File: src/rtl/fifo_pkg.sv
// fifo_pkg -- shared constants and helpers for the parameterised FIFO.
// Holds the default word width / address width and the depth and
// occupancy-counter width derived from them, plus a small encoding of the
// per-cycle operation actually performed by the FIFO.
// Optional feature macro used by this slice: FIFO_FWFT_EN
// (first-word-fall-through read port, see fifo_param.sv).

package fifo_pkg;

  // Default geometry: 16 words of 8 bits.
  localparam int DATA_SIZE_DEF = 8;
  localparam int ADDR_SIZE_DEF = 4;

  // Derived geometry: number of words and width of an occupancy counter
  // that must be able to represent both 0 and a completely full FIFO.
  localparam int DEPTH_DEF   = 1 << ADDR_SIZE_DEF;
  localparam int COUNT_W_DEF = ADDR_SIZE_DEF + 1;

  // What the FIFO really does in a cycle once the push/pop requests have
  // been qualified against the full/empty state. Bit 0 is the accepted
  // push, bit 1 the accepted pop.
  typedef enum logic [1:0] {
    OP_IDLE = 2'b00,
    OP_PUSH = 2'b01,
    OP_POP  = 2'b10,
    OP_BOTH = 2'b11
  } fifo_op_e;

  // Fold the two accepted-request strobes into one operation code so the
  // occupancy update reads as a plain case statement.
  function automatic fifo_op_e op_of(input logic push_ok, input logic pop_ok);
    return fifo_op_e'({pop_ok, push_ok});
  endfunction

endpackage

File: src/rtl/ram_dp_param.sv
// ram_dp_param -- storage array for fifo_param.
// One synchronous write port and one asynchronous read port. The read port
// is combinational so that the FIFO controller decides when (and whether)
// the read word is captured; a write and a read to the same address in the
// same cycle return the old word, which is what the FIFO relies on when it
// pushes and pops simultaneously while full.

module ram_dp_param #(
  parameter int DATA_SIZE = 8,
  parameter int ADDR_SIZE = 4
) (
  input  logic                 clk,
  input  logic                 wr_en,
  input  logic [ADDR_SIZE-1:0] wr_addr,
  input  logic [DATA_SIZE-1:0] wr_data,
  input  logic [ADDR_SIZE-1:0] rd_addr,
  output logic [DATA_SIZE-1:0] rd_data
);

  localparam int DEPTH = 1 << ADDR_SIZE;

  logic [DATA_SIZE-1:0] mem [0:DEPTH-1];

  // Write port: the array carries no reset, only qualified writes land.
  always_ff @(posedge clk) begin
    if (wr_en) begin
      mem[wr_addr] <= wr_data;
    end
  end

  // Read port: combinational view of the addressed word.
  assign rd_data = mem[rd_addr];

endmodule

File: src/rtl/fifo_param.sv
// fifo_param -- parameterised synchronous FIFO with programmable
// almost-full / almost-empty thresholds, hysteretic upstream pause and a
// sticky overflow/underflow error flag.
// Storage lives in ram_dp_param; this module owns the pointers, the
// occupancy count, the status flags and the read-data register.
// Optional feature macro: FIFO_FWFT_EN
//   undefined (default): a pop accepted in cycle N presents the word on
//                        data_out with data_valid=1 in cycle N+1 only.
//   defined:             first-word-fall-through; data_out shows the head
//                        word whenever the FIFO is non-empty and a pop
//                        consumes it at the clock edge.

module fifo_param
  import fifo_pkg::*;
#(
  parameter int DATA_SIZE = DATA_SIZE_DEF,
  parameter int ADDR_SIZE = ADDR_SIZE_DEF
) (
  input  logic                 clk,
  input  logic                 reset,
  input  logic                 push,
  input  logic [DATA_SIZE-1:0] data_in,
  input  logic                 pop,
  input  logic [ADDR_SIZE:0]   thr_af,
  input  logic [ADDR_SIZE:0]   thr_ae,
  input  logic                 err_clr,
  output logic [DATA_SIZE-1:0] data_out,
  output logic                 data_valid,
  output logic [ADDR_SIZE:0]   data_count,
  output logic                 fifo_empty,
  output logic                 fifo_full,
  output logic                 almost_full,
  output logic                 almost_empty,
  output logic                 fifo_pause,
  output logic                 fifo_error
);

  localparam int CW = ADDR_SIZE + 1;

  // Occupancy value of a completely full FIFO (2**ADDR_SIZE), built
  // without any width conversion.
  localparam logic [CW-1:0] FULL_COUNT = {1'b1, {ADDR_SIZE{1'b0}}};

  logic [ADDR_SIZE-1:0] wr_ptr;
  logic [ADDR_SIZE-1:0] rd_ptr;
  logic [CW-1:0]        count;
  logic [CW-1:0]        count_next;
  logic                 push_ok;
  logic                 pop_ok;
  logic                 push_drop;
  logic                 pop_ignore;
  logic [DATA_SIZE-1:0] ram_rd_data;
  fifo_op_e             op;

  // Status flags are decoded straight from the registered occupancy.
  assign data_count   = count;
  assign fifo_empty   = (count == '0);
  assign fifo_full    = (count == FULL_COUNT);
  assign almost_full  = (count >= thr_af);
  assign almost_empty = (count <= thr_ae) && !fifo_empty;

  // A pop needs something to read; a push needs room, where a pop that is
  // accepted in the same cycle frees the slot the push will use. A pop on
  // an empty FIFO stays ignored even when a push arrives alongside it.
  assign pop_ok     = pop && !fifo_empty;
  assign push_ok    = push && (!fifo_full || pop_ok);
  assign push_drop  = push && !push_ok;
  assign pop_ignore = pop && !pop_ok;
  assign op         = op_of(push_ok, pop_ok);

  // Next occupancy: up on a lone push, down on a lone pop, otherwise hold.
  always_comb begin
    count_next = count;
    case (op)
      OP_PUSH: count_next = count + CW'(1);
      OP_POP:  count_next = count - CW'(1);
      default: count_next = count;
    endcase
  end

  // Pointers and occupancy; pointers wrap modulo the depth on their own
  // because they are exactly ADDR_SIZE bits wide.
  always_ff @(posedge clk) begin
    if (reset) begin
      wr_ptr <= '0;
      rd_ptr <= '0;
      count  <= '0;
    end else begin
      if (push_ok) begin
        wr_ptr <= wr_ptr + ADDR_SIZE'(1);
      end
      if (pop_ok) begin
        rd_ptr <= rd_ptr + ADDR_SIZE'(1);
      end
      count <= count_next;
    end
  end

  // Upstream pause with hysteresis, judged on the occupancy the FIFO is
  // about to have: raise at or above thr_af, drop at or below thr_ae,
  // otherwise keep the previous decision. Raising wins if both hold.
  always_ff @(posedge clk) begin
    if (reset) begin
      fifo_pause <= 1'b0;
    end else if (count_next >= thr_af) begin
      fifo_pause <= 1'b1;
    end else if (count_next <= thr_ae) begin
      fifo_pause <= 1'b0;
    end
  end

  // Sticky error: a dropped push or an ignored pop raises it, err_clr
  // lowers it, and a new fault in the same cycle as err_clr keeps it set.
  always_ff @(posedge clk) begin
    if (reset) begin
      fifo_error <= 1'b0;
    end else if (push_drop || pop_ignore) begin
      fifo_error <= 1'b1;
    end else if (err_clr) begin
      fifo_error <= 1'b0;
    end
  end

  // Storage; a push presented during reset must not land in the array.
  ram_dp_param #(
    .DATA_SIZE (DATA_SIZE),
    .ADDR_SIZE (ADDR_SIZE)
  ) u_ram (
    .clk     (clk),
    .wr_en   (push_ok && !reset),
    .wr_addr (wr_ptr),
    .wr_data (data_in),
    .rd_addr (rd_ptr),
    .rd_data (ram_rd_data)
  );

`ifdef FIFO_FWFT_EN
  // First-word-fall-through: the head word is visible whenever there is
  // one, and an empty FIFO shows zero rather than stale array contents.
  assign data_valid = !fifo_empty;
  assign data_out   = fifo_empty ? '0 : ram_rd_data;
`else
  // Standard read: capture the head word on an accepted pop and flag it
  // valid for exactly the following cycle; data_out holds otherwise.
  always_ff @(posedge clk) begin
    if (reset) begin
      data_out   <= '0;
      data_valid <= 1'b0;
    end else begin
      data_valid <= pop_ok;
      if (pop_ok) begin
        data_out <= ram_rd_data;
      end
    end
  end
`endif

endmodule

File: config.mk
export PLATFORM = sky130hd
export DESIGN_NAME = fifo_param
export DESIGN_NICKNAME = d
export VERILOG_FILES = /design/src/rtl/fifo_pkg.sv /design/src/rtl/ram_dp_param.sv /design/src/rtl/fifo_param.sv
export SDC_FILE = /design/constraint.sdc
export NUM_CORES = 1
export LEC_CHECK = 0
export CORE_UTILIZATION = 59
export CTS_CLUSTER_DIAMETER = 60
export CTS_CLUSTER_SIZE = 16
export DETAILED_ROUTE_END_ITERATION = 10
export PLACE_DENSITY_LB_ADDON = 0.15
export SYNTH_ARGS = -nofsm -noshare
export SYNTH_HDL_FRONTEND = slang
export SYNTH_HIERARCHICAL = 1
export SYNTH_SLANG_ARGS = --single-unit
File: constraint.sdc
create_clock -name clk -period 4.8 [get_ports clk]
set_clock_uncertainty 0.2 [all_clocks]
set_input_delay 0.48 -clock clk [delete_from_list [all_inputs] [get_ports clk]]
set_output_delay 0.48 -clock clk [all_outputs]
set_load 0.05 [all_outputs]
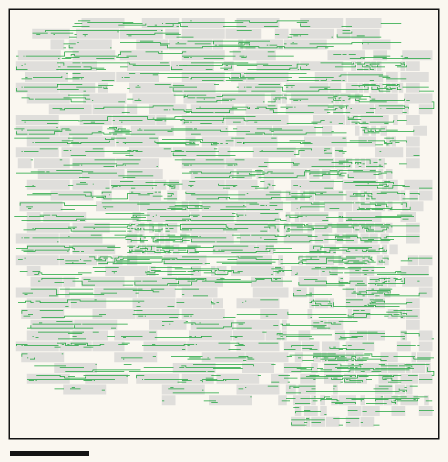
Figure 1: run 1, signal wires on met1.
The bar under the picture is 20 µm long.
The layer holds 43% of the routed length. The layer carries 5540 µm of wire. 482 nets have wire on it.

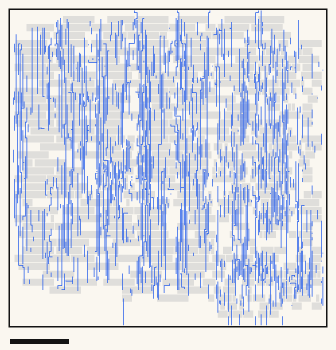
Figure 2: run 1, the metal 2 layer.
The bar under the picture is 20 µm long.
The longest straight run is 76.5 µm. The wires run mostly vertical.

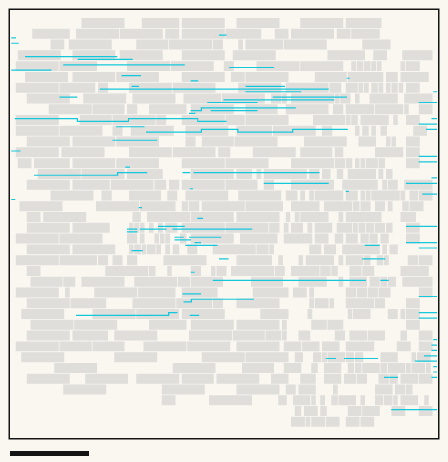
Figure 3: run 1, metal 3.
The bar under the picture is 20 µm long.
The wires run mostly horizontal. The longest straight run is 57.5 µm.

==> run_results.csv, run 1 <==
group,metric,value,unit
synth,yosys-mux-area-fraction,0.128,
global_route,met1_track_usage_gr,0.317,
worst_setup_path,crit_path_start_kind,"register",
cells_and_area,ff_latch_area,0.00433,mm²
cts,count_of_buffers_added_by_post_cts_timing_repair_for_setup,0,
synth,yosys.area.top_type_share,0.580,
power,power_report.internal_total,2.79,mW
floorplanning,floorplan.die_area,0.0117,mm²
place,place.port_buffers,42,
synth,yosys.area_share.adder,0.0502,
synth,dominant_combinational_cell_family_by_area_after_synthesis,"multiplexers",
synth,floorplan.nets,462,
synth,synth.avg_cell_area,16.1,µm²
final_timing,timing_hold_violations_final,0,
drt,top_layer,"met4",
global_route,globalRouteTotalUtil,0.243,
cells_and_area,final_layout_size_suffix_gt1_frac,0.135,
power,combinational_power,1.22,mW
cts,tritoncts,"yes",
run_status,outcome,"complete, no violations",
cts,postCtsResizedCells,0,
power,power.largest_group,"sequential cells",
hold_path,holdPathStages,2,
synth,yosys-stat-cells,413,
drt,drt_pre_antenna_iters,5,
synth,top_area_cell,"sky130_fd_sc_hd__edfxtp_1",
floorplanning,core-area,0.0109,mm²
final_timing,setup_viol_count_final,0,
drt,finalWirelength,13.0,mm
power,p_per_area,533,mW/mm²
worst_setup_path,crit_fanout,9,
final_timing,grt_setup_unrepaired,"no",
cells_and_area,lay_top_cells,"128 x sky130_fd_sc_hd__edfxtp_1, 42 x sky130_fd_sc_hd__clkdlybuf4s50_1, 33 x sky130_fd_sc_hd__nand2_1, 32 x sky130_fd_sc_hd__nor2_1, 25 x sky130_fd_sc_hd__ha_1",
worst_setup_path,ff2ff_setup_slack,1.07,ns
worst_setup_path,worstPathRequired,5.01,ns
cts,cts_root_buf,"sky130_fd_sc_hd__clkbuf_8",
cts,cts-root-to-sink-buffers,2,
worst_setup_path,cpMostUsedCell,"sky130_fd_sc_hd__a21o_1",
drt,met2WireLength,6.39,mm
worst_setup_path,cp.buffers_inverters,0,
cells_and_area,seq_cell_count,152,
cells_and_area,buf_share,0.0619,
global_route,globalRouteMet3Util,0.0657,
cells_and_area,n_clock_buffer,18,
place,hpwl,8.49,mm
worst_setup_path,timing.critical_path.arrival,3.94,ns
cts,worst_setup_hold_path_clk_slew,0.07,ns
synth,area_leaders,"sky130_fd_sc_hd__edfxtp_1 58%, sky130_fd_sc_hd__dfxtp_1 7.2%, sky130_fd_sc_hd__mux4_2 6.1%",
cells_and_area,layout-area-overhead-vs-synth,17.1,%
global_route,number_of_global_route_vias_before_repair,3719,
cells_and_area,fin_cells,621,
synth,top_cell,"sky130_fd_sc_hd__edfxtp_1",
drt,post_drt_via_cell_ratio,6.11,
cts,tritoncts.num_buffers,17,
final_timing,timing.final.ws_setup,1.07,ns
global_route,largest_net_degree_at_the_start_of_global_routing,26,
power,swShare,0.327,
worst_setup_path,critical_path.startpoint,"data_count[1]$_SDFF_PP0_",
worst_setup_path,critPathSlowestCell,"sky130_fd_sc_hd__nor4_4",
final_timing,max_freq,268,MHz
place,pre_cts_ws,0.887,ns
power,pg_clk,1.30,mW
final_timing,layout_min_cycle_time,3.73,ns
drt,dr_wl_met3,762,µm
synth,edff_count_synth,128,
worst_setup_path,timing.rr.end,"fifo_pause$_SDFFE_PP0P_",
floorplanning,i_o_pin_count,43,
worst_setup_path,crit_chain,"nor4_4 > a21oi_2 > fa_1 > a21o_1 > a21o_1 > or4_1 > nand3_1 > ha_1 > nand4_1 > o21bai_1 > o221ai_1 > a21oi_1",
worst_setup_path,timing.rr.start,"data_count[1]$_SDFF_PP0_",
cells_and_area,net_count_reported_at_finish,517,
hold_path,hold_path_end,"data_out[5]$_SDFFE_PP0N_",
place,finalWeightedCongestion,0.813,
job,drv.max_cap_violation_count,0,
==> run 1 -> run 2 <==
CORE_UTILIZATION = 53   (was 59)
clock period = 3.3 ns   (was 4.8 ns; I/O delays follow)
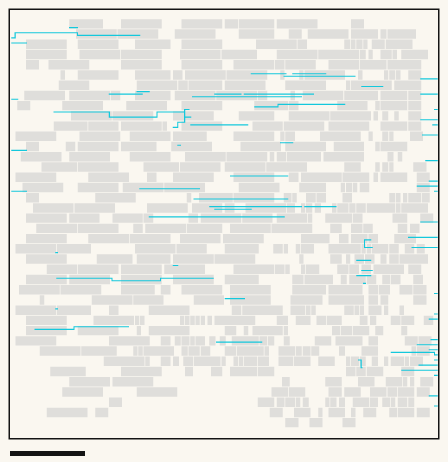
Figure 4: run 2, metal 3.
The bar under the picture is 20 µm long.
The layer carries 584 µm of wire. The longest straight run is 35.9 µm. The wires run mostly horizontal.

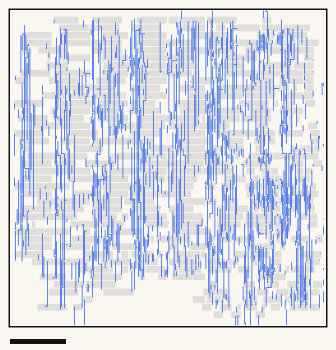
Figure 5: run 2, the metal 2 layer.
The bar under the picture is 20 µm long.
459 nets have wire on it. The wires run mostly vertical. The layer holds 50% of the routed length. The layer carries 6480 µm of wire. The longest straight run is 68.3 µm.

==> run 2 against run 1 <==
  * Combinational power increased by 65%
  * Sequential share of layout area is 0.98 points lower
  * Worst hold slack worse by 0.0076 ns
  * Worst setup slack lost 0.90 ns
  * Non-clock buffer count up 12
  * Register-to-register slack worse by 0.90 ns
  * Sequential power rose by 41%
  * Via count fell by 1.0%
  * Clock power increased by 45%
  * Largest cell class unchanged
  * Largest power group unchanged
  * Highest routed layer unchanged
==> run_results.csv, run 2 <==
group,metric,value,unit
synth,yosys.area.top_type_share,0.580,
power,combinational_power,2.01,mW
worst_setup_path,crit_chain,"nor4_4 > a21oi_4 > fa_2 > a21o_1 > a21o_1 > or4_1 > nand3_2 > ha_1 > nand4_1 > o21bai_1 > o221ai_1 > a21oi_1",
synth,yosys-mux-area-fraction,0.128,
cells_and_area,ff_latch_area,0.00434,mm²
final_timing,setup_viol_count_final,0,
drt,drt_pre_antenna_iters,4,
final_timing,layout_min_cycle_time,3.13,ns
synth,synth.avg_cell_area,16.1,µm²
synth,edff_count_synth,128,
worst_setup_path,timing.critical_path.arrival,3.22,ns
cells_and_area,layout-area-overhead-vs-synth,19.6,%
worst_setup_path,timing.rr.start,"data_count[0]$_SDFF_PP0_",
cells_and_area,fin_cells,659,
floorplanning,i_o_pin_count,43,
power,p_per_area,781,mW/mm²
hold_path,holdPathStages,2,
cells_and_area,buf_share,0.0732,
cts,tritoncts,"yes",
drt,top_layer,"met4",
worst_setup_path,cpMostUsedCell,"sky130_fd_sc_hd__a21o_1",
power,power.largest_group,"sequential cells",
cells_and_area,seq_cell_count,152,
synth,area_leaders,"sky130_fd_sc_hd__edfxtp_1 58%, sky130_fd_sc_hd__dfxtp_1 7.2%, sky130_fd_sc_hd__mux4_2 6.1%",
job,drv.max_cap_violation_count,0,
final_timing,timing_hold_violations_final,0,
cts,cts_root_buf,"sky130_fd_sc_hd__clkbuf_16",
worst_setup_path,critPathSlowestCell,"sky130_fd_sc_hd__or4_1",
global_route,globalRouteMet3Util,0.0590,
worst_setup_path,timing.rr.end,"fifo_pause$_SDFFE_PP0P_",
final_timing,grt_setup_unrepaired,"no",
floorplanning,core-area,0.0121,mm²
cts,cts-root-to-sink-buffers,2,
cells_and_area,net_count_reported_at_finish,529,
cells_and_area,final_layout_size_suffix_gt1_frac,0.167,
run_status,outcome,"complete, no violations",
cells_and_area,n_clock_buffer,18,
hold_path,hold_path_end,"data_out[6]$_SDFFE_PP0N_",
worst_setup_path,crit_fanout,7,
place,pre_cts_ws,-0.0627,ns
worst_setup_path,worstPathRequired,3.39,ns
worst_setup_path,crit_path_start_kind,"register",
drt,dr_wl_met3,584,µm
drt,met2WireLength,6.48,mm
worst_setup_path,critical_path.startpoint,"data_count[0]$_SDFF_PP0_",
final_timing,timing.final.ws_setup,0.174,ns
power,swShare,0.316,
drt,post_drt_via_cell_ratio,5.70,
place,finalWeightedCongestion,0.862,
cts,worst_setup_hold_path_clk_slew,0.06,ns
power,pg_clk,1.89,mW
place,hpwl,8.85,mm
final_timing,max_freq,320,MHz
synth,top_cell,"sky130_fd_sc_hd__edfxtp_1",
synth,dominant_combinational_cell_family_by_area_after_synthesis,"multiplexers",
floorplanning,floorplan.die_area,0.0130,mm²
cells_and_area,lay_top_cells,"128 x sky130_fd_sc_hd__edfxtp_1, 41 x sky130_fd_sc_hd__clkdlybuf4s50_1, 33 x sky130_fd_sc_hd__nand2_1, 32 x sky130_fd_sc_hd__nor2_1, 25 x sky130_fd_sc_hd__ha_1",
global_route,largest_net_degree_at_the_start_of_global_routing,36,
synth,yosys-stat-cells,413,
cts,postCtsResizedCells,0,
global_route,number_of_global_route_vias_before_repair,3829,
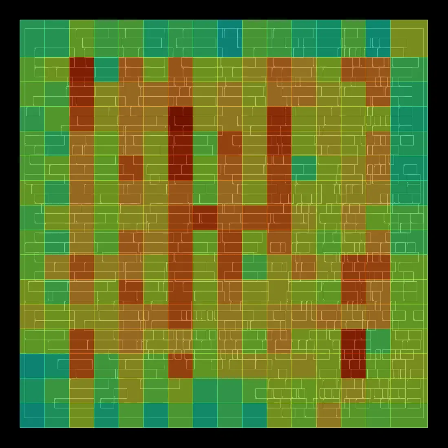
Figure 6: run 2, track usage over the die.
Wirelength per Cell: 19.7 µm
Overall Global Routing Usage: 0.221
core utilization of the finished layout: 0.654

==> run 2 -> run 3 <==
clock period = 2.65 ns   (was 3.3 ns; I/O delays follow)
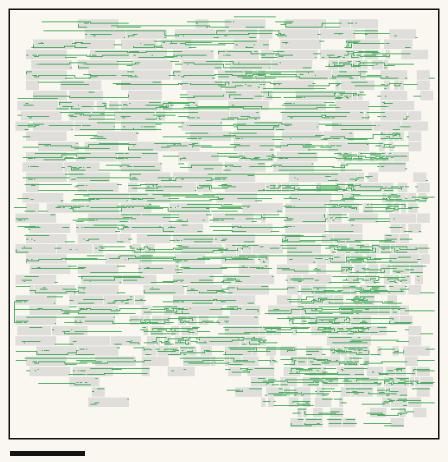
Figure 7: run 3, signal wires on met1.
The bar under the picture is 20 µm long.
The longest straight run is 41.4 µm. 511 nets have wire on it. The layer carries 6030 µm of wire. The wires run mostly horizontal. The layer holds 44% of the routed length.

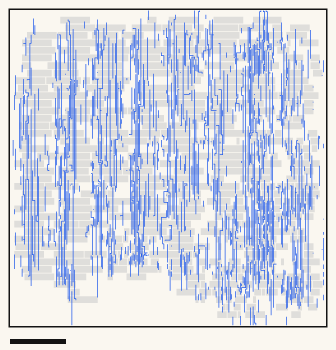
Figure 8: run 3, the metal 2 layer.
The bar under the picture is 20 µm long.
The layer carries 6810 µm of wire. 486 nets have wire on it. The longest straight run is 63.6 µm. The wires run mostly vertical. The layer holds 50% of the routed length.

==> run 3 against run 2 <==
  * The flow now finishes with violations (negative setup slack)
  * Final cell count rose by 3.2%
  * Sequential power rose by 23%
  * Clock-buffer cell count did not move
  * Sequential share of layout area fell by 2.0 points
  * Worst setup slack got worse by 0.59 ns
  * Clock power rose by 33%
  * Register-to-register slack got worse by 0.59 ns
==> run_results.csv, run 3 <==
group,metric,value,unit
run_status,outcome,"complete, but fails checks",
run_status,violations_in_the_final_reports,"negative setup slack",
cells_and_area,max_flop_register,"u_ram/mem",
cells_and_area,layout-area-overhead-vs-synth,24.2,%
synth,async_reset_ff_frac,0,
drt,post_drt_via_cell_ratio,5.76,
place,hpwl,9.17,mm
cells_and_area,comb_share,0.273,
drt,vias,3919,
cells_and_area,multiInputCombCellCount,235,
drt,post-route-drc-count,0,
global_route,grt_use_met2,0.378,
synth,synth_xor_xnor_area_share,0.0106,
drt,wl_per_cell,20.1,µm
cells_and_area,lay_top_cells,"128 x sky130_fd_sc_hd__edfxtp_1, 38 x sky130_fd_sc_hd__clkdlybuf4s50_1, 37 x sky130_fd_sc_hd__buf_4, 33 x sky130_fd_sc_hd__nand2_1, 24 x sky130_fd_sc_hd__ha_1",
hold_path,holdPathStages,2,
synth,top_cell,"sky130_fd_sc_hd__edfxtp_1",
synth,yosys-stat-cells,413,
global_route,globalRouteTotalUtil,0.230,
drt,met2WireLength,6.81,mm
worst_setup_path,critical_path.top_delay_family,"simple AND/OR/NAND/NOR gates",
hold_path,hold_path.class,"register to register",
final_timing,timing_hold_violations_final,0,
synth,yosys.area.top_type_share,0.580,
drt,finalWirelength,13.7,mm
cts,clk-insertion-delay-late,0.42,ns
floorplanning,i_o_pin_count,43,
floorplanning,floorplan.die_area,0.0130,mm²
power,p_per_area,983,mW/mm²
power,power.largest_group,"sequential cells",
worst_setup_path,worstPathRequired,2.75,ns
floorplanning,placement_rows,40,
worst_setup_path,critical_path.endpoint,"fifo_pause$_SDFFE_PP0P_",
worst_setup_path,crit_fanout,4,
final_timing,grt_setup_unrepaired,"yes",
power,power.share.sequential,0.345,
final_timing,layout_min_cycle_time,3.07,ns
global_route,largest_net_degree_at_the_start_of_global_routing,36,
cts,cts_root_buf,"sky130_fd_sc_hd__clkbuf_16",
worst_setup_path,critical_path.startpoint,"data_count[3]$_SDFF_PP0_",
power,combinational_power,2.78,mW
cells_and_area,multi_input_comb_area,0.00224,mm²
cts,postCtsResizedCells,6,
worst_setup_path,critical_path.max_stage_delay,0.45,ns
cells_and_area,final-clk-cell-share,0.0761,
cts,worst_setup_hold_path_clk_slew,0.06,ns
cts,cts-root-to-sink-buffers,2,
cells_and_area,number_of_flip_flops_in_the_largest_register,128,
synth,area_leaders,"sky130_fd_sc_hd__edfxtp_1 58%, sky130_fd_sc_hd__dfxtp_1 7.2%, sky130_fd_sc_hd__mux4_2 6.1%",
cells_and_area,layout.cells.most_common,"sky130_fd_sc_hd__edfxtp_1",
place,place.port_buffers,42,
floorplanning,core-area,0.0121,mm²
synth,ys_sh_aoi,0.0651,
floorplanning,horizontal_die_size,114,µm
worst_setup_path,timing.rr.start,"data_count[3]$_SDFF_PP0_",
global_route,globalRouteMet3Util,0.0494,
cells_and_area,share_of_the_final_layout_cell_area_in_sequential_cells,0.527,
worst_setup_path,critPathSlowestCell,"sky130_fd_sc_hd__or4_4",
drt,drt_pre_antenna_iters,5,
worst_setup_path,crit_path_end_kind,"register",
worst_setup_path,cp.buffers_inverters,2,
cts,ctsHtreeMaxLevel,4,
synth,synthTopCellsByCount,"128 x sky130_fd_sc_hd__edfxtp_1, 33 x sky130_fd_sc_hd__nand2_1, 32 x sky130_fd_sc_hd__nor2_1",
power,pg_clk,2.52,mW
cells_and_area,fin_cells,680,
job,drv.max_cap_violation_count,0,
cells_and_area,buf_share,0.0935,
synth,synth.distinct_cells,49,
drt,dr_wl_met3,684,µm
place,finalWeightedCongestion,0.857,
final_timing,timing.final.ws_setup,-0.420,ns
power,pwr-share-clk,0.311,
hold_path,min-delay-start,"data_out[4]$_SDFFE_PP0N_",
cts,count_of_buffers_added_by_post_cts_timing_repair_for_setup,0,
final_timing,fin_crit_share,1.16,
drt,wl_met1,6.03,mm
synth,synth-seq-area-share,0.652,
cells_and_area,final.signal_inverter_count,12,
cells_and_area,final_core_util,0.680,
cts,cts.sink_count,152,
synth,top_area_cell,"sky130_fd_sc_hd__edfxtp_1",
cts,tritoncts,"yes",
hold_path,hold_path_end,"data_out[4]$_SDFFE_PP0N_",
final_timing,hold_ws,0.256,ns
synth,yosys-mux-area-fraction,0.128,
global_route,globalRoute.totalOverflow,0,
worst_setup_path,timing.rr.end,"fifo_pause$_SDFFE_PP0P_",
cells_and_area,final_layout_size_suffix_gt1_frac,0.242,
power,swShare,0.315,
cells_and_area,n_clock_buffer,18,
floorplanning,die_height,114,µm
synth,mappedNetlistArea,0.00663,mm²
synth,ys_dominant_reg_cell,"sky130_fd_sc_hd__edfxtp_1",
place,placement.cell_area,0.00752,mm²
drt,ant_nets,0,
global_route,met1_track_usage_gr,0.311,
synth,synth.avg_cell_area,16.1,µm²
cells_and_area,post-route-cell-area,0.00823,mm²
synth,simple_gate_share,0.0717,
synth,synth-warning-count,6,
cells_and_area,net_count_reported_at_finish,548,
final_timing,tns,-0.476,ns
cells_and_area,ff_latch_area,0.00434,mm²
worst_setup_path,crit_path_start_kind,"register",
cts,tritoncts.num_buffers,17,
place,dpl.cell_count,646,
final_timing,setup_viol_count_final,2,
worst_setup_path,crit_chain,"nor4_4 > a21oi_4 > fa_2 > a21o_1 > a21o_1 > or4_4 > nand3_4 > buf_4 > buf_4 > ha_1 > a31oi_1 > a21oi_1",
synth,edff_count_synth,128,
power,fin_total_pwr,8.10,mW
worst_setup_path,worst-setup-path-type,"register to register",
synth,floorplan.nets,462,
final_timing,worst_slew_pin_slew,0.727,ns
global_route,grt_pass1_wl,21.6,mm
synth,syn-instance-count,413,
worst_setup_path,timing.critical_path.arrival,3.17,ns
place,pre_cts_ws,-0.671,ns
power,power_report.internal_total,5.55,mW
worst_setup_path,reg2reg_depth,12,
worst_setup_path,worstSetupPathDepth,12,
synth,yosys.area_share.adder,0.0502,
global_route,number_of_global_route_vias_before_repair,3914,
global_route,global_routing_s_busiest_layer,"met2",
synth,dominant_combinational_cell_family_by_area_after_synthesis,"multiplexers",
drt,top_layer,"met4",
cells_and_area,seq_cell_count,152,
final_timing,max_freq,326,MHz
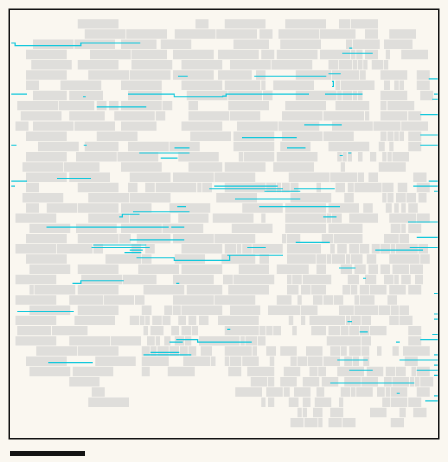
Figure 9: run 3, metal 3.
The bar under the picture is 20 µm long.
The layer carries 685 µm of wire. The layer holds 5.0% of the routed length. The longest straight run is 32.2 µm. 67 nets have wire on it.

No activity file was given, so power comes from the tool's default toggle rates.
